### config.mk
export PLATFORM = sky130hd
export DESIGN_NAME = hack_rom_loader
export DESIGN_NICKNAME = d
export VERILOG_FILES = /design/src/rtl/hack_rom_loader.sv
export SDC_FILE = /design/constraint.sdc
export NUM_CORES = 1
export LEC_CHECK = 0
export ABC_AREA = 1
export CAP_MARGIN = 20
export CORE_MARGIN = 8
export CORE_UTILIZATION = 55
export CTS_CLUSTER_SIZE = 14
export DETAILED_ROUTE_END_ITERATION = 8
export PLACE_DENSITY = 0.77
export SYNTH_ARGS = -nofsm -noshare
export SYNTH_HDL_FRONTEND = slang
export SYNTH_SLANG_ARGS = --single-unit
### constraint.sdc
create_clock -name clk -period 4.72 [get_ports clk]
set_clock_uncertainty 0.2 [all_clocks]
set_input_delay 0.944 -clock clk [delete_from_list [all_inputs] [get_ports clk]]
set_output_delay 0.944 -clock clk [all_outputs]
set_load 0.03 [all_outputs]
### src/rtl/hack_rom_loader.sv
// -----------------------------------------------------------------------------
// hack_rom_loader
//
// Upstream loader for the Hack Computer's instruction ROM. Consumes a framed
// byte stream over a valid/ready handshake, assembles 16-bit instruction words
// (high byte first) and writes them sequentially into ROM starting at address 0.
// The Computer is held in reset until a load completes with a good checksum.
//
// Frame: 0xA5, LEN_HI, LEN_LO, LEN x {HI, LO}, CHK
//   CHK = 8-bit sum of LEN_HI, LEN_LO and all data bytes (start byte excluded).
//
// Parameters:
//   ADDR_W          ROM address width; at most 2**ADDR_W words per load
//   TIMEOUT_CYCLES  idle clocks allowed between bytes inside a frame
//
// Ports:
//   clk        system clock
//   reset      asynchronous, active-high reset
//   in_data    stream byte
//   in_valid   in_data valid this cycle
//   in_ready   always 1; every in_valid cycle consumes one byte
//   rom_we     ROM write strobe, one cycle per word
//   rom_addr   ROM write address
//   rom_wdata  ROM write data
//   cpu_reset  reset to the Computer; low only in DONE
//   done       load completed with a good checksum
//   error      load aborted (bad length, bad checksum, timeout)
// -----------------------------------------------------------------------------
module hack_rom_loader #(
  parameter int ADDR_W         = 15,
  parameter int TIMEOUT_CYCLES = 100000
) (
  input  logic              clk,
  input  logic              reset,
  input  logic [7:0]        in_data,
  input  logic              in_valid,
  output logic              in_ready,
  output logic              rom_we,
  output logic [ADDR_W-1:0] rom_addr,
  output logic [15:0]       rom_wdata,
  output logic              cpu_reset,
  output logic              done,
  output logic              error
);

  localparam int              TMO_W    = $clog2(TIMEOUT_CYCLES + 1);
  localparam logic [TMO_W-1:0] TMO_LAST = TMO_W'(TIMEOUT_CYCLES - 1);
  localparam logic [7:0]      START    = 8'hA5;
  localparam logic [31:0]     MAX_LEN  = 32'd1 << ADDR_W;

  typedef enum logic [2:0] {
    IDLE, LEN_HI, LEN_LO, DATA_HI, DATA_LO, CHECK, DONE, ERR
  } state_t;

  state_t            r_state;
  logic [7:0]        r_len_hi;
  logic [7:0]        r_hi;
  logic [7:0]        r_chk;
  logic [ADDR_W:0]   r_count;   // words still to receive; must hold 2**ADDR_W
  logic [TMO_W-1:0]  r_tmo;

  logic              w_accept;
  logic              w_in_frame;
  logic              w_is_start;
  logic [15:0]       w_len;
  logic [7:0]        w_chk_next;

  // The loader never stalls: the ROM takes one write per cycle and a word
  // needs two bytes, so a write can never collide with the next one.
  assign in_ready   = 1'b1;
  assign w_accept   = in_valid & in_ready;
  assign w_is_start = (in_data == START);
  assign w_len      = {r_len_hi, in_data};
  assign w_chk_next = r_chk + in_data;
  assign w_in_frame = (r_state == LEN_HI) || (r_state == LEN_LO) ||
                      (r_state == DATA_HI) || (r_state == DATA_LO) ||
                      (r_state == CHECK);

  always_ff @(posedge clk or posedge reset) begin
    if (reset) begin
      r_state   <= IDLE;
      r_len_hi  <= '0;
      r_hi      <= '0;
      r_chk     <= '0;
      r_count   <= '0;
      r_tmo     <= '0;
      rom_we    <= 1'b0;
      rom_addr  <= '0;
      rom_wdata <= '0;
      cpu_reset <= 1'b1;
      done      <= 1'b0;
      error     <= 1'b0;
    end else begin
      // NOTE: non-blocking assignments throughout; where a later statement in
      // this block assigns the same register, the later one wins. The defaults
      // and the strobe-following address bump below rely on that ordering.
      rom_we <= 1'b0;
      if (rom_we) rom_addr <= rom_addr + ADDR_W'(1);

      // Idle-gap counter: only meaningful while a frame is in progress.
      if (w_in_frame && !w_accept) r_tmo <= r_tmo + TMO_W'(1);
      else                         r_tmo <= '0;

      case (r_state)
        IDLE: begin
          if (w_accept && w_is_start) begin
            r_state  <= LEN_HI;
            r_chk    <= '0;
            r_count  <= '0;
            rom_addr <= '0;
          end
        end

        LEN_HI: begin
          if (w_accept) begin
            r_len_hi <= in_data;
            r_chk    <= w_chk_next;
            r_state  <= LEN_LO;
          end
        end

        LEN_LO: begin
          if (w_accept) begin
            r_chk   <= w_chk_next;
            r_count <= (ADDR_W + 1)'(w_len);
            if (32'(w_len) > MAX_LEN) begin
              r_state <= ERR;
              error   <= 1'b1;
            end else if (w_len == 16'd0) begin
              r_state <= CHECK;
            end else begin
              r_state <= DATA_HI;
            end
          end
        end

        DATA_HI: begin
          if (w_accept) begin
            r_hi    <= in_data;
            r_chk   <= w_chk_next;
            r_state <= DATA_LO;
          end
        end

        DATA_LO: begin
          if (w_accept) begin
            rom_we    <= 1'b1;
            rom_wdata <= {r_hi, in_data};
            r_chk     <= w_chk_next;
            r_count   <= r_count - (ADDR_W + 1)'(1);
            r_state   <= (r_count == (ADDR_W + 1)'(1)) ? CHECK : DATA_HI;
          end
        end

        CHECK: begin
          // Compare against the sum of everything before the CHK byte.
          if (w_accept) begin
            r_chk <= w_chk_next;
            if (in_data == r_chk) begin
              r_state   <= DONE;
              done      <= 1'b1;
              cpu_reset <= 1'b0;
            end else begin
              r_state <= ERR;
              error   <= 1'b1;
            end
          end
        end

        DONE, ERR: begin
          // A fresh start byte re-arms the loader and reloads from address 0.
          if (w_accept && w_is_start) begin
            r_state   <= LEN_HI;
            r_chk     <= '0;
            r_count   <= '0;
            rom_addr  <= '0;
            done      <= 1'b0;
            error     <= 1'b0;
            cpu_reset <= 1'b1;
          end
        end

        default: r_state <= IDLE;
      endcase

      // Stalled too long inside a frame: abort regardless of the current state.
      if (w_in_frame && !w_accept && (r_tmo == TMO_LAST)) begin
        r_state <= ERR;
        error   <= 1'b1;
      end
    end
  end

endmodule

Figure 1. Routed metal, one color a layer.
The bar under the picture is 20 µm long. Only two layers are drawn.
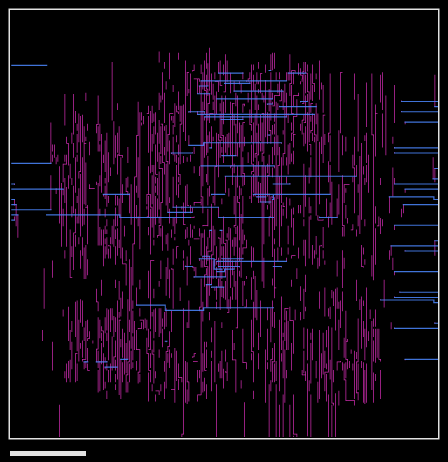
Key: magenta = M2 [wire length 5690 µm]; blue = M3 [wire length 709 µm]

Figure 2. Routed clock nets over the placement.
The bar under the picture is 20 µm long.
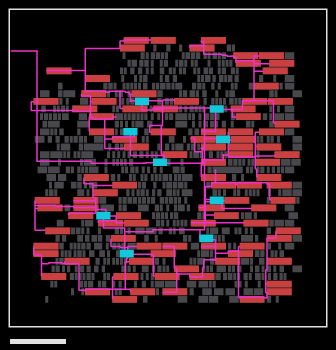
Key: cyan = clock-net drivers [count 9]; magenta = clock wires [length 1110 µm]; red = flip-flops [count 95]
Position of the flops: all over the die.

Figure 3. Sequential cells colored by netlist name.
The bar under the picture is 20 µm long. Other sequential cells in the stronger gray, the rest of the logic in the fainter gray.
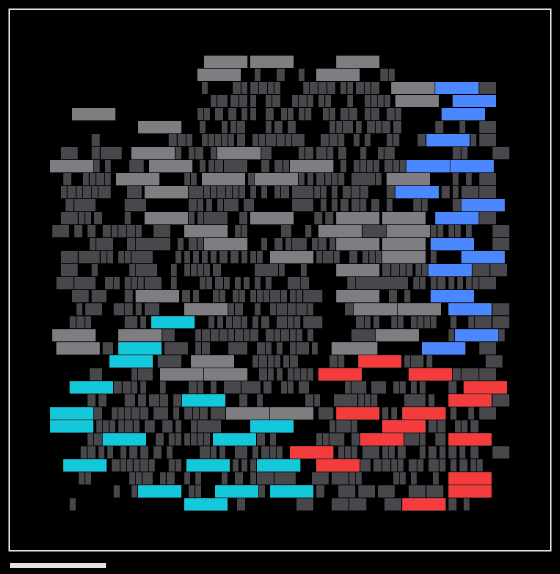
Key: red = `rom_addr` [sequential cells 15, where lower right]; cyan = `r_tmo` [sequential cells 17]; blue = `rom_wdata` [sequential cells 16]

==> layer usage <==
metal | up-vias | track usage, %
li1 | 2295 | -
met1 | 2182 | 25.4
met2 | 131 | 30.8
met3 | 17 | 3.99
met4 | 0 | 7.64
met5 | - | 0
==> final timing paths <==
check                              from      endpoint  slack [ns]  cells after the start
max in group asynchronous         reset   r_len_hi[1]        2.62                      3
hold reg to reg            rom_wdata[8]  rom_wdata[8]        0.27                      2
min in group asynchronous         reset      r_tmo[0]        0.84                      2
setup reg to reg             r_state[0]    r_count[3]        1.88                      7
hold / removal             rom_wdata[8]  rom_wdata[8]        0.27                      2
setup / recovery               in_valid    r_count[3]        1.60                      7
==> power by group <==
part / internal (µW) / switching (µW) / leakage, µW
combinational: 647 / 1150 / 0.00153
clock: 257 / 271 / 0.0000964
sequential: 1110 / 231 / 0.00121
==> flow_summary.yaml <==
# physical design summary
drt:
  vias_per_cell: 5.45
  ant_nets: 0
  wl_met2_mm: 5.69
  drt_wl_total_mm: 12.1
  vias: 4625
  drc: 0
  drt_iter0_drc: 376
  wl_met3_um: 708
  post_drt_wl_per_cell_um: 14.3
sta:
  drv_slew: 0
  slew_headroom_pct: 42.3
  finalHoldViolations: 0
  hold_ws_ns: 0.273
  fin_crit_sh_pct: 66.1
  setup_viol: 0
  worst_slack_ns: 1.60
  fin_tns_setup_ns: 0
  rsz0062_at_grt: "false"
  fmax_mhz: 321
clock_tree:
  clk_latency_ns: 0.36
  htree_levels: 3
  cts-resized-gates: 0
  cts.sinks: 95
  postCtsSetupBuffers: 0
  cts-root-buf: "clkbuf_8"
layout:
  lay_top_count: "nand2_1"
  drive_above_1_share_pct: 5.16
  seq_cell_count: 95
  n_antenna_cell: 0
  nonClockInverterCount: 87
  top_register: "r_tmo"
  logic_gate_count: 493
  comb_area_share_pct: 40.3
  clkCellAreaFrac_pct: 3.22
  top_regs: "r_tmo x17, r_count x16, rom_wdata x16"
  final_util_pct: 64.1
  final_cell_mix: "nand2_1 (176), nor2_1 (95), dfrtp_1 (94)"
  finalNetCount: 756
  regArea_um2: 2380
  final.fill_count: 815
  fin_cells: 848
worst_setup_path:
  cpLargestDelayFamily: "AND-OR/OR-AND gates"
  cp.buffers_inverters: 2
  path_class: "in2reg"
  start_kind: "input pin"
  cp-end-kind: "flip-flop"
  crit_arrival_ns: 3.21
  crit_slowest_cell: "a21oi_2"
  path_cells: "clkdlybuf4s50_1 -> inv_1 -> nor2_2 -> o21ai_1 -> a21oi_2 -> o21ai_0 -> nand2_1"
synth:
  yosys_cells: 688
  ys_types: 39
  synth_flops: 95
  syn_area_per_cell_um2: 7.50
  post_synth_main_area_contributors: "dfrtp_1 (46%), nand2_1 (13%), nor2_1 (6.9%), inv_1 (6.0%), nand3_1 (5.3%)"
  yosysWarningCount: 0
  mux_share_pct: 0
  yosysTopAreaCellShare_pct: 45.6
  largest_area_cell: "dfrtp_1"
  yosys-dominant-comb-family: "simple AND/OR/NAND/NOR gates"
grt:
  grt_pass1_wl_mm: 20.3
  track_usage_pct: 19.4
  overflow: 0
  antenna_found_initial: 0
die:
  die_w_um: 113
  initCoreUtil_pct: 56.4
  core_area_um2: 9150
  nWellTaps: 111
  ios: 47
  dieHeight_um: 113
job:
  stage_log_warnings: 27
  cap_violations: 0
place:
  pre_cts_ws_ns: 1.24
  placed_area_um2: 5680
power_and_ir_drop:
  powerDensity_nw_per_um2: 624
  totalPowerFinal_uw: 3660
  ir_drop_mv: 0.287
hold_path:
  min_path_type: "reg2reg"
status:
  status: "completed"
No activity file was given, so power comes from the tool's default toggle rates.
